### Placed standard cells, run 1

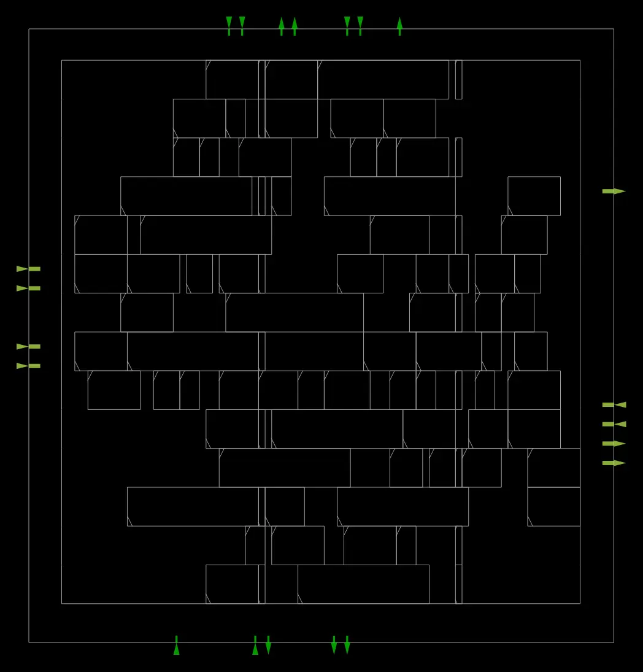
### Cells by drive strength, run 1

Scale bar: 10 µm.
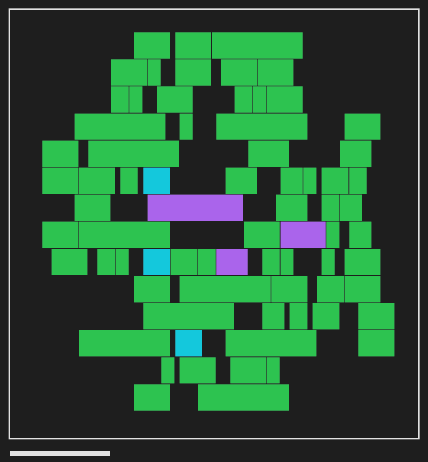
### The metal 3 layer, run 1

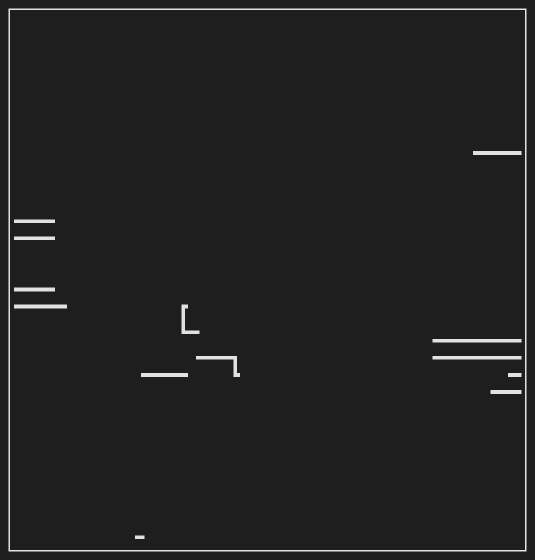
### Signal metal coverage by tile, run 1

The die is cut into 8 by 9 equal tiles; dark blue is low, red is high, scaled to the fullest tile. Values are wire area over tile area, all layers added.
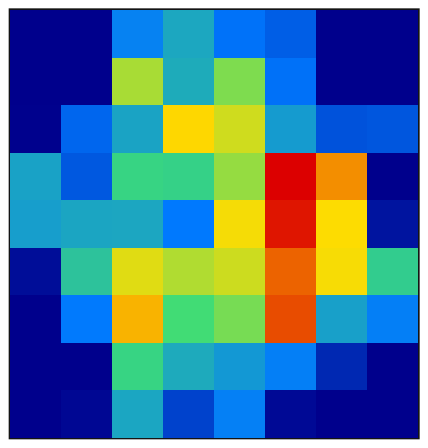
## config.mk

```make
export PLATFORM = sky130hd
export DESIGN_NAME = mux_rr_arbiter_4_flat
export DESIGN_NICKNAME = d
export VERILOG_FILES = /design/src/rtl/mux_rr_arbiter_4_if.sv /design/src/rtl/mux_rr_arbiter_4.sv /design/src/flat_wrapper.sv
export SDC_FILE = /design/constraint.sdc
export NUM_CORES = 1
export LEC_CHECK = 0
export CAP_MARGIN = 20
export CORE_AREA = 2 2 39 41
export DETAILED_ROUTE_END_ITERATION = 10
export DIE_AREA = 0 0 41 43
export PLACE_DENSITY = 0.76
export SLEW_MARGIN = 20
export SYNTH_ARGS = -nofsm -noshare
export SYNTH_HDL_FRONTEND = slang
export SYNTH_SLANG_ARGS = --single-unit
```

## constraint.sdc

```tcl
create_clock -name clk -period 2.7 [get_ports clk]
set_input_delay 0.81 -clock clk [delete_from_list [all_inputs] [get_ports clk]]
set_output_delay 0.81 -clock clk [all_outputs]
set_load 0.05 [all_outputs]
```

## src/rtl/mux_rr_arbiter_4_if.sv

```systemverilog
// Bundle between two requesters and the shared 2:1 mux arbiter.
// Optional macro: ARB_LOCK_EN adds lock_a / lock_b.
// Signals:
//   req_a, req_b      requests (driven by the requesters)
//   a, b              requester data words (W bits)
//   lock_a, lock_b    tenure lock requests (only with ARB_LOCK_EN)
//   gnt_a, gnt_b      registered grants (driven by the arbiter)
//   sel               mux select, 0 = a, 1 = b
//   o, o_valid        registered mux output and its valid flag
//   busy              arbiter is not idle
interface mux_rr_arbiter_4_if #(
  parameter int unsigned W = 4
);
  logic         req_a;
  logic         req_b;
  logic [W-1:0] a;
  logic [W-1:0] b;
  logic         gnt_a;
  logic         gnt_b;
  logic         sel;
  logic [W-1:0] o;
  logic         o_valid;
  logic         busy;

`ifdef ARB_LOCK_EN
  logic lock_a;
  logic lock_b;

  modport master (
    output req_a, req_b, a, b, lock_a, lock_b,
    input  gnt_a, gnt_b, sel, o, o_valid, busy
  );

  modport slave (
    input  req_a, req_b, a, b, lock_a, lock_b,
    output gnt_a, gnt_b, sel, o, o_valid, busy
  );
`else
  modport master (
    output req_a, req_b, a, b,
    input  gnt_a, gnt_b, sel, o, o_valid, busy
  );

  modport slave (
    input  req_a, req_b, a, b,
    output gnt_a, gnt_b, sel, o, o_valid, busy
  );
`endif
endinterface

```

## src/rtl/mux_rr_arbiter_4.sv

```systemverilog
// Round-robin arbiter/sequencer sharing one 2:1 W-bit mux between requester A
// (sel=0) and requester B (sel=1). Grants one requester per tenure of up to HOLD
// cycles and registers the selected word with a valid flag.
// Optional macro: ARB_LOCK_EN adds lock_a/lock_b; a locked, still-requesting owner
// keeps its tenure past the HOLD limit.
// Ports:
//   clk   rising-edge clock
//   rst   asynchronous, active-high reset
//   bus   mux_rr_arbiter_4_if.slave (requests, data, grants, sel, o, o_valid, busy)
module mux_rr_arbiter_4 #(
  parameter int unsigned W    = 4,
  parameter int unsigned HOLD = 2
) (
  input  logic                   clk,
  input  logic                   rst,
  mux_rr_arbiter_4_if.slave      bus
);

  localparam int unsigned CW = (HOLD > 1) ? $clog2(HOLD) : 1;

  typedef enum logic [1:0] {
    IDLE  = 2'd0,
    GNT_A = 2'd1,
    GNT_B = 2'd2
  } state_t;

  state_t         state;
  logic [CW-1:0]  cnt;
  logic           last;      // 1 = B held the most recent tenure
  logic           gnt_a_q;
  logic           gnt_b_q;
  logic           sel_q;
  logic [W-1:0]   o_q;
  logic           o_valid_q;
  logic           busy_q;

  logic           req_cur;
  logic           lock_cur;
  logic           at_limit;
  logic           tenure_end;
  logic           rearb;
  logic           last_eff;
  logic           any_req;
  logic           pick_b;

  // Tenure-end and arbitration decision for the current cycle.
  always_comb begin
    req_cur    = 1'b0;
    lock_cur   = 1'b0;
    at_limit   = (cnt == CW'(HOLD - 1));
    tenure_end = 1'b0;
    rearb      = 1'b0;
    last_eff   = last;
    any_req    = bus.req_a | bus.req_b;
    pick_b     = 1'b0;

    if (state == GNT_A) begin
      req_cur = bus.req_a;
`ifdef ARB_LOCK_EN
      lock_cur = bus.lock_a;
`endif
    end else if (state == GNT_B) begin
      req_cur = bus.req_b;
`ifdef ARB_LOCK_EN
      lock_cur = bus.lock_b;
`endif
    end

    tenure_end = (state != IDLE) && (!req_cur || (at_limit && !lock_cur));
    rearb      = (state == IDLE) || tenure_end;

    // At tenure end the owner becomes 'last' this edge, so arbitrate against it now;
    // this gives a direct switch when the other side is waiting.
    if (state != IDLE) last_eff = (state == GNT_B);
    pick_b = bus.req_b && (!bus.req_a || !last_eff);
  end

  // State, tenure counter and all registered outputs.
  always_ff @(posedge clk or posedge rst) begin
    if (rst) begin
      state     <= IDLE;
      cnt       <= '0;
      last      <= 1'b1;
      gnt_a_q   <= 1'b0;
      gnt_b_q   <= 1'b0;
      sel_q     <= 1'b0;
      o_q       <= '0;
      o_valid_q <= 1'b0;
      busy_q    <= 1'b0;
    end else begin
      if (state == IDLE) begin
        o_valid_q <= 1'b0;
      end else begin
        o_q       <= sel_q ? bus.b : bus.a;
        o_valid_q <= 1'b1;
      end

      if (tenure_end) last <= (state == GNT_B);

      if (rearb) begin
        cnt <= '0;
        if (any_req) begin
          state   <= pick_b ? GNT_B : GNT_A;
          gnt_a_q <= !pick_b;
          gnt_b_q <= pick_b;
          sel_q   <= pick_b;
          busy_q  <= 1'b1;
        end else begin
          state   <= IDLE;
          gnt_a_q <= 1'b0;
          gnt_b_q <= 1'b0;
          busy_q  <= 1'b0;
        end
      end else if (!at_limit) begin
        // Reaching the limit without ending means locked: saturate.
        cnt <= cnt + CW'(1);
      end
    end
  end

  assign bus.gnt_a   = gnt_a_q;
  assign bus.gnt_b   = gnt_b_q;
  assign bus.sel     = sel_q;
  assign bus.o       = o_q;
  assign bus.o_valid = o_valid_q;
  assign bus.busy    = busy_q;

endmodule

```

## src/flat_wrapper.sv

```systemverilog
// flat-port wrapper written by rule: the top's interface ports become plain ports
module mux_rr_arbiter_4_flat 
#(
  parameter int unsigned W    = 4,
  parameter int unsigned HOLD = 2
)
  (clk, rst, bus_req_a, bus_req_b, bus_a, bus_b, bus_gnt_a, bus_gnt_b, bus_sel, bus_o, bus_o_valid, bus_busy);
  mux_rr_arbiter_4_if #(.W(W)) bus_i ();
  input  logic clk;
  input  logic rst;
  input wire logic [$bits(bus_i.req_a)-1:0] bus_req_a;
  input wire logic [$bits(bus_i.req_b)-1:0] bus_req_b;
  input wire logic [$bits(bus_i.a)-1:0] bus_a;
  input wire logic [$bits(bus_i.b)-1:0] bus_b;
  output wire logic [$bits(bus_i.gnt_a)-1:0] bus_gnt_a;
  output wire logic [$bits(bus_i.gnt_b)-1:0] bus_gnt_b;
  output wire logic [$bits(bus_i.sel)-1:0] bus_sel;
  output wire logic [$bits(bus_i.o)-1:0] bus_o;
  output wire logic [$bits(bus_i.o_valid)-1:0] bus_o_valid;
  output wire logic [$bits(bus_i.busy)-1:0] bus_busy;
  assign bus_i.req_a = bus_req_a;
  assign bus_i.req_b = bus_req_b;
  assign bus_i.a = bus_a;
  assign bus_i.b = bus_b;
  assign bus_gnt_a = bus_i.gnt_a;
  assign bus_gnt_b = bus_i.gnt_b;
  assign bus_sel = bus_i.sel;
  assign bus_o = bus_i.o;
  assign bus_o_valid = bus_i.o_valid;
  assign bus_busy = bus_i.busy;
  mux_rr_arbiter_4 #(.W(W), .HOLD(HOLD)) u_core (.clk(clk), .rst(rst), .bus(bus_i));
endmodule
```

==> summary.txt, run 1 <==
Physical implementation.

- Sequential elements use 52.00% of the synthesized area.
- Wires add up to 1.058 mm.
- In the global route stage, met3 resource usage came out at 1.571%.
- Of the post-synthesis cell area, the part taken by muxes is 9.412%.
- By startpoint and endpoint, the worst setup path is classified as register to output pin.
- The highest fanout seen on the critical path is 8.
- The maximum single-stage delay on the critical path is 0.86 ns.
- The slack of the worst reg-to-reg path is 1.18 ns.
- Of the total synthesized cell area, the portion taken by full adders, half adders and majority gates is 0%.
- After the last flow step, the layout net total stands at 86.
- The global placer's final weighted congestion is 0.7227.
- The final global-route overflow total is 0.
- In this run the tools logged warnings totalling 26.
- Of all the cell area in the finished design, non-clock buffers hold 26.02%.
- Post-synthesis, Yosys gives the total cell area as 531.8 µm².
- Post-CTS repair ended up resizing 0 cells.
- According to the floorplan report, the placeable core area is 0.001384 mm².
- Setup repair after global routing left no endpoint under its margin.
- The script computed a power per unit cell area of 755.4 mW/mm².
- The largest area contributor in the netlist is sky130_fd_sc_hd__dfrtp_1.
- At the pin with the least slew margin, the transition time is 0.4940 ns.
- The synthesized instance count is 51.
- The worst setup path is launched from a register.
- The synthesis warning total is 0.
- After Yosys synthesis, and, or, nand and nor cells account for 16.00% of the synthesized area.
- Buffers placed on the I/O ports in this run total 20.
- For this run, global-route usage on met1 was measured as 19.59%.
- The detail route stage leaves a number of antenna-violating nets equal to 0.
- The number of standard cells reported by yosys is 51.
- The flow ran to the end, and the final reports show no timing, DRC or antenna violations.
- The global-route track usage on met2 is 22.50%.
- After synthesis, the cell types taking the most area are sky130_fd_sc_hd__dfrtp_1 (47%), sky130_fd_sc_hd__mux2i_1 (9.4%), sky130_fd_sc_hd__a21oi_1 (8.5%).
- The cell with the largest stage delay on the worst path is sky130_fd_sc_hd__clkdlybuf4s50_1.
- Using the TritonRoute via totals, the vias-per-cell ratio works out to 5.090.
## Picture notes: 'Placed standard cells'
Fillers: 132
TAP cells: 16
post-layout instance count excluding filler cells: 89
post-layout util: 55.61%

## Picture notes: 'Cells by drive strength'
legend:
  green:
    size: _0 and _1 cells
    cells: 67
  cyan:
    size: _3 and _4 cells
    cells: 3
  purple:
    size: _2 cells
    cells: 3
final design area excluding fillers: 769.5 µm²
Final WS setup: 0.2374 ns
layout-stage area growth over the synthesis result: 44.71%
Buffers excl. clock: 20

## Picture notes: 'The metal 3 layer'
wire length on this layer: 44.7 µm
longest straight run: 6.80 µm
main direction: horizontal
share of all routed wire: 4.2%
nets with wire on the layer: 11

## Picture notes: 'Signal metal coverage by tile'
tiles over half the peak: 26%
fullest tile: 0.28
emptiest ninth of the die: top right
count of vias placed by the detailed router: 453
Total Routing Usage GR: 14.78%

==> run 1: cells in the final DEF (no fill, tap or decap), drive strengths merged <==
cell           count
o22ai              1
clkdlybuf4s50     20
dfstp              1
o21a               1
o21ai              1
a21oi              9
nor2               6
or2                1
a2111o             1
and4               1
nand2b             2
mux2i              5
dfrtp             10
nor3b              1
o2bb2ai            2
clkbuf             4
nand3b             3
inv                4
==> run 1: cell usage after synthesis <==
library cell                number
sky130_fd_sc_hd__dfrtp_1        10
sky130_fd_sc_hd__nor2_1          6
sky130_fd_sc_hd__or2_1           1
sky130_fd_sc_hd__buf_2           1
sky130_fd_sc_hd__nor3b_2         1
sky130_fd_sc_hd__o2bb2ai_1       2
sky130_fd_sc_hd__mux2i_1         5
sky130_fd_sc_hd__a2111o_1        1
sky130_fd_sc_hd__dfstp_2         1
sky130_fd_sc_hd__o21ai_2         1
sky130_fd_sc_hd__and4_1          1
sky130_fd_sc_hd__nand2b_1        2
sky130_fd_sc_hd__a21oi_1         9
sky130_fd_sc_hd__clkbuf_1        1
sky130_fd_sc_hd__o22ai_1         1
sky130_fd_sc_hd__nand3b_1        3
sky130_fd_sc_hd__o21a_1          1
sky130_fd_sc_hd__inv_1           4
==> run 1: registers in the layout (all words and copies together) (netlist names) <==
| signal | cells |
|---|---|
| u_core.bus.o_valid | 1 |
| u_core.bus.gnt_a | 1 |
| u_core.bus.sel | 1 |
| u_core.state | 1 |
| u_core.bus.busy | 1 |
| u_core.last | 1 |
| u_core.at_limit | 1 |
| u_core.bus.o | 4 |
==> run 1: per-layer routing <==
layer	part of all wire, %	routed length (µm)
met5	0	0
met4	1.1	12
met3	4.2	44
met2	48	512
met1	46	487
==> run 1: where the power goes <==
group / internal (µW) / switching, µW
Combinational: 95.4 / 142
Sequential: 200 / 35.9
Clock: 57.0 / 50.7
### Clock distribution, run 1

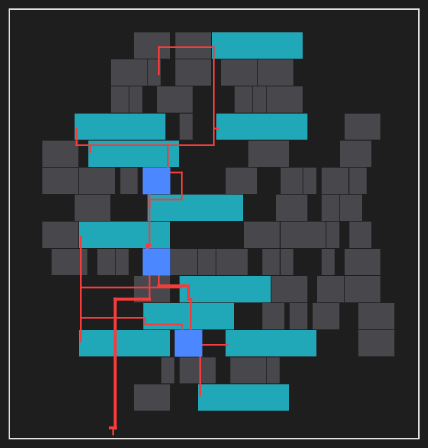

==> run 2, diff against run 1 <==
--- a/config.mk
+++ b/config.mk
@@ -9,7 +9,8 @@
 export CORE_AREA = 2 2 39 41
 export DETAILED_ROUTE_END_ITERATION = 10
 export DIE_AREA = 0 0 41 43
-export PLACE_DENSITY = 0.76
+export DONT_BUFFER_PORTS = 1
+export PLACE_DENSITY = 0.56
 export SLEW_MARGIN = 20
 export SYNTH_ARGS = -nofsm -noshare
 export SYNTH_HDL_FRONTEND = slang
### Clock distribution, run 2

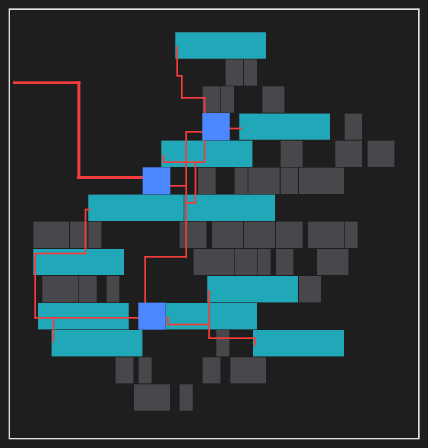
legend:
  blue:
    item: clock drivers
    count: 3
  cyan:
    item: flip-flops
    count: 11
  red:
    item: clock wires
    length: 124 µm
routed clock nets: 4

==> run 2 against run 1 <==
- via count fell by 16%
- cell count fell by 22%
- clock power barely moved
- power fell by 12%
- critical endpoint unchanged
- flip-flop count did not move
- non-clock buffer count fell by 20
- register-to-register slack got worse by 0.29 ns
- die area did not move
- critical path type unchanged
- sequential share of layout area rose by 13 points
==> summary.txt, run 2 <==
Physical implementation.

- The flow ran to the end, and the final reports show no timing, DRC or antenna violations.
- Per the synthesis report, the dominant area consumer among library cells is sky130_fd_sc_hd__dfrtp_1.
- The sequential logic power is 332 µW.
- The synthesis-to-layout area growth is 7.294%.
- The library cell used most frequently in the layout, excluding fill and tap cells, is sky130_fd_sc_hd__dfrtp_1.
- For the worst setup path, the data required time is 1.89 ns.
- Counting the warning lines in the Yosys log gives 0.
- The top cell type by instance count after synthesis is sky130_fd_sc_hd__dfrtp_1.
- The transition time of the tightest slew-check pin is 0.7457 ns.
- Combinational logic is responsible for 14.6% of the overall power.
- The analysis attributes to net switching a power of 221.2 µW.
- The global-route track usage on met2 is 16.56%.
- The post-synth tally of flip-flops with integrated enable is 0.
- The buffer_ports step reported a buffer count of 0.
- Global routing finished with a remaining overflow of 0.
- The sequential element share of the synthesized area is 52.00%.
- The final period utilization is 70.58%.
- Global routing used 13.80% of the available tracks.
- The type of origin of the critical path is a register.
- After routing the design area is 570.5 µm².
- Yosys reports that the most numerous cell types are sky130_fd_sc_hd__dfrtp_1 (10), sky130_fd_sc_hd__a21oi_1 (9), sky130_fd_sc_hd__nor2_1 (6).
- The post-synthesis cell count is 51.
- Per the detail_route report, the via count comes to 380.
- The detailed-route vias per instance is 5.507.
- The count of instances resized after the clock tree is built is 0.
- OpenROAD emitted warnings numbering 26.
- The reported clock group power is 107 µW.
- Per report_power, the clock group accounts for 20.8% of the total.
- The final-stage net count is 66.
- Sorting the synthesized cells by area gives the leading types as sky130_fd_sc_hd__dfrtp_1 (47%), sky130_fd_sc_hd__mux2i_1 (9.4%), sky130_fd_sc_hd__a21oi_1 (8.5%).
- Once layout is complete, the cells apart from fillers number 69.
- The global placer's final weighted congestion is 0.7084.
- Per the breakdown, switching nets consume 42.99% of all power.
- The routed wire length is 938 µm.
- The internal portion of the total power is 293.3 µW.
- The post-layout worst setup margin is 0.7942 ns.
- The number of clock buffers added by TritonCTS is 3.
- The highest fanout seen on the critical path is 8.
- Per the cell usage report, the commonest logic cells after layout are sky130_fd_sc_hd__dfrtp_1 (10), sky130_fd_sc_hd__a21oi_1 (9), sky130_fd_sc_hd__nor2_1 (6), sky130_fd_sc_hd__mux2i_1 (5), sky130_fd_sc_hd__inv_1 (4).
- The slack of the worst reg-to-reg path is 0.89 ns.
- The type of the worst setup path is register to output pin.
- The chip area estimate from yosys synthesis is 531.8 µm².
- The number of standard cells reported by yosys is 51.
- The power report lists the combinational group at 74.9 µW.
- For met3 alone, demand over resource in global routing was 5.236%.
- Measured on the finished design, the core utilization comes to 41.23%.
- Among all flip-flop cells after synthesis, the most frequent one is sky130_fd_sc_hd__dfrtp_1.
run 2: cell types whose count changed in the layout (fill, tap and decap cells not counted):
cell | before | now
sky130_fd_sc_hd__clkinv_2 | 0 | 1
sky130_fd_sc_hd__clkbuf_1 | 1 | 0
sky130_fd_sc_hd__clkdlybuf4s50_1 | 20 | 0
run 2: cell type report:
cell class / count / area, µm²
multi-input cells: 34 / 231.5
flip-flops and latches: 11 / 276.5
clock buffers: 3 / 22.52
inverters: 4 / 15.01
clock inverters: 1 / 5.005
well taps: 16 / 20.02
fillers: 147 / 813.3
run 2: kinds of logic (layout without fill, tap and decap cells):
| group | count (synthesis) | in the layout | share of synthesized area (%) |
|---|---|---|---|
| buffers and inverters | 6 | 8 | 4.468 |
| AOI/OAI and AO/OA | 15 | 15 | 18.12 |
| DFF | 11 | 11 | 52.00 |
| and+or+nand+nor | 14 | 14 | 16.00 |
| muxes | 5 | 5 | 9.412 |
run 2: worst max path at each step:
stage,end,cells past startpoint,startpoint,slack [ns]
after detailed placement,u_core.bus.sel$_DFFE_PP0P_,3,u_core.state[1]$_DFFE_PP0P_,0.87
final,bus_sel,0,u_core.bus.sel$_DFFE_PP0P_,0.79
after global routing,bus_sel,0,u_core.bus.sel$_DFFE_PP0P_,0.75
after global placement,u_core.bus.sel$_DFFE_PP0P_,3,u_core.state[1]$_DFFE_PP0P_,0.91
after floorplan,u_core.bus.sel$_DFFE_PP0P_,3,bus_req_a,1.12
after CTS,bus_sel,0,u_core.bus.sel$_DFFE_PP0P_,0.78
run 2: metal layers:
| metal | vias to the layer above | wire (µm) |
|---|---|---|
| li1 | 182 | - |
| met3 | 2 | 84 |
| met2 | 16 | 419 |
| met1 | 180 | 424 |
| met5 | - | 0 |
| met4 | 0 | 9 |
### The metal 3 layer, run 2

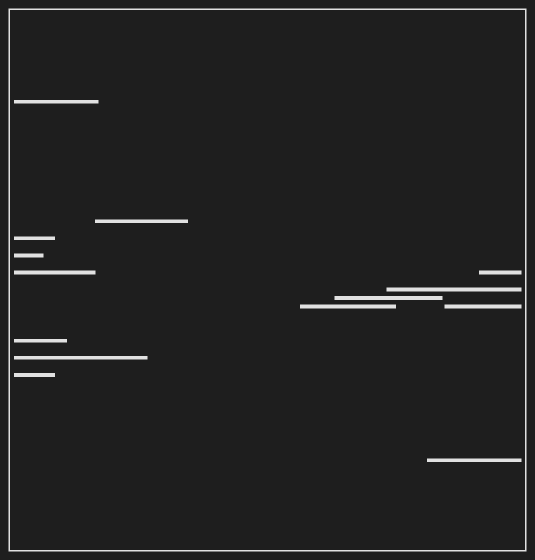

==> run 3, diff against run 2 <==
==> constraint.sdc (replaced) <==
create_clock -name clk -period 1.9 [get_ports clk]
set_input_delay 0.57 -clock clk [delete_from_list [all_inputs] [get_ports clk]]
set_output_delay 0.57 -clock clk [all_outputs]
set_load 0.05 [all_outputs]
### The metal 3 layer, run 3

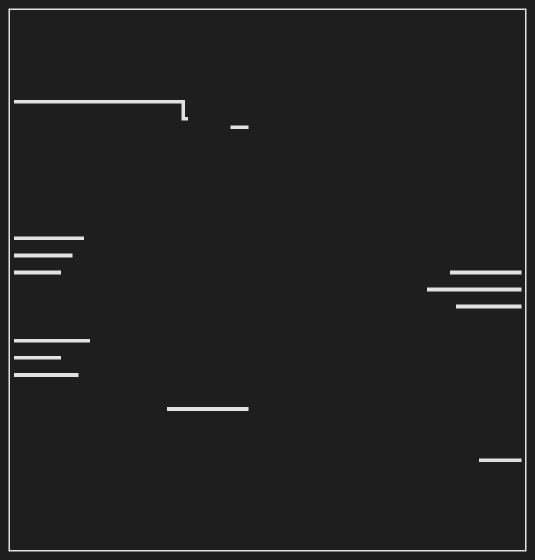
nets with wire on the layer: 12
wire length on this layer: 70.2 µm
longest straight run: 13.3 µm
main direction: horizontal
share of all routed wire: 6.9%

==> run 3 against run 2 <==
- setup slack got worse by 0.55 ns
- sequential share of layout area down 1.7 points
- largest cell class unchanged
- clock skew decreased by 0.0058 ns
- sequential power rose by 37%
- combinational power rose by 84%
- synthesized cell count unchanged
- flip-flop count did not move
- register-to-register slack got worse by 0.45 ns
==> summary.txt, run 3 <==
Physical implementation.

- The run finished with clean final reports.
- The core region is 0.001384 mm².
- Setup repair after global routing left no endpoint under its margin.
- STA classifies the critical path startpoint as a register.
- Setup total negative slack on the finished layout was measured at 0 ns.
- After its last routability iteration, the placer logged a weighted congestion of 0.7075.
- The detailed-route via count is 376.
- At the end of the flow, the number of nets in the layout was 69.
- Per the detail_route report, vias per standard cell equal 5.222.
- The count of instances resized after the clock tree is built is 0.
- At the worst endpoint, the required time is 1.33 ns.
- Counting flops with an async set or reset pin after synthesis yields a share of 100.0%.
- The worst slew slack as a fraction of its limit is 51.38%.
- The routed wire length is 1.022 mm.
- Among the non-sequential cells, AND-OR/OR-AND gates take the most area.
- The slack of the worst reg-to-reg path is 0.44 ns.
- The total of buffers placed on input and output ports is 0.
- Looking at the cell usage after synthesis, the top flip-flop cell is sky130_fd_sc_hd__dfrtp_1.
- The synthesis warning total is 0.
- Clock tree synthesis inserted a total of 3 buffers.
- After synthesis, the chip area reported by Yosys is 531.8 µm².
- The global route stage reports its total congestion overflow as 0.
- The synthesized netlist handed to floorplanning was reported with a cell count of 51.
- For this run, the register share of the synthesized area comes to 52.00%.
- In this run the full chip footprint comes out at 0.001763 mm².
- The final period utilization is 87.14%.
- The synthesized netlist devotes 16.00% of its cell area to simple gates.
- The post-synthesis xor/xnor area fraction is 0%.
- Summed over all routing layers, the global router reports a total usage of 13.79%.
- In the floorplan report the effective utilization is 38.43%.
- The utilization of the core after routing is 42.77%.
- Looking at the max-slew report, the worst-margin pin has a slew of 0.7293 ns.
- The synthesis run shows multiplexers occupying 9.412% of the cell area.
- The synthesized netlist devotes 0% of its cell area to adder and majority cells.
- Once routing completed, OpenROAD measured the worst setup slack at 0.2443 ns.
- The synthesized netlist was found by Yosys to have 51 cells.
- The type of the worst setup path is register to output pin.
- The synthesis run shows the most used standard cells to be sky130_fd_sc_hd__dfrtp_1 (10), sky130_fd_sc_hd__a21oi_1 (9), sky130_fd_sc_hd__nor2_1 (6).
- The finished cells cover 591.8 µm².
- By instance count after routing, the leading logic cell types are sky130_fd_sc_hd__dfrtp_1 (10), sky130_fd_sc_hd__a21oi_1 (9), sky130_fd_sc_hd__nor2_1 (6), sky130_fd_sc_hd__mux2i_1 (5), sky130_fd_sc_hd__inv_1 (4).
- The synthesis-to-layout area growth is 11.29%.
- The top cell type by instance count after synthesis is sky130_fd_sc_hd__dfrtp_1.
- Yosys attributes the largest share of cell area to sky130_fd_sc_hd__dfrtp_1 (47%), sky130_fd_sc_hd__mux2i_1 (9.4%), sky130_fd_sc_hd__a21oi_1 (8.5%).
- The tally of non-filler cells in the final layout is 72.
- The post-detailed-route count of antenna-violating nets is 0.
- The cell area power density is 1265 mW/mm².
[run 3: cell counts after synthesis]
Identical to the previous run, type by type.
[run 3: final timing paths]
check | cells after the start | endpoint | startpoint
worst max-delay path | 0 | bus_sel | u_core.bus.sel$_DFFE_PP0P_
max in group asynchronous | 1 | u_core.last$_DFFE_PP1P_ | rst
worst max register to register | 2 | u_core.bus.sel$_DFFE_PP0P_ | u_core.bus.sel$_DFFE_PP0P_
worst min register to register | 1 | u_core.last$_DFFE_PP1P_ | u_core.last$_DFFE_PP1P_
min in group clk | 1 | u_core.bus.gnt_a$_DFFE_PP0P_ | bus_req_b
worst min-delay path | 1 | u_core.bus.o[0]$_DFFE_PP0P_ | rst
[run 3: final cells by class]
class	count	area, µm²
Sequential cell	11	276.5
Tap cell	16	20.02
Timing Repair Buffer	3	22.52
Inverter	4	15.01
Fill cell	148	792.0
Multi-Input combinational cell	34	231.5
Clock buffer	4	26.28
[run 3: worst register-to-register path: stages, from the launching register on]
cell and delay (ns):
sky130_fd_sc_hd__dfrtp_1 0.66, sky130_fd_sc_hd__and4_1 0.34, sky130_fd_sc_hd__a2111o_1 0.34
[run 3: layer usage]
layer	GRT usage, %	vias to the layer above	wire, µm
met3	4.712	2	70
met4	8.000	0	22
met1	17.69	169	498
li1	-	192	-
met2	19.38	13	431
met5	0	-	0
[run 3: cells by family (layout without fill, tap and decap cells)]
| group | after synthesis | in the layout |
|---|---|---|
| buffers and inverters | 6 | 11 |
| and+or+nand+nor | 14 | 14 |
| DFF | 11 | 11 |
| AOI/OAI and AO/OA | 15 | 15 |
| muxes | 5 | 5 |
[run 3: where the power goes]
group          leakage, µW  internal [µW]  switching [µW]
logic             0.000128           66.9            70.6
clock network    0.0000150           81.3            76.3
registers         0.000125            282             171
total             0.000268            431             318
No activity file was given, so power comes from the tool's default toggle rates.
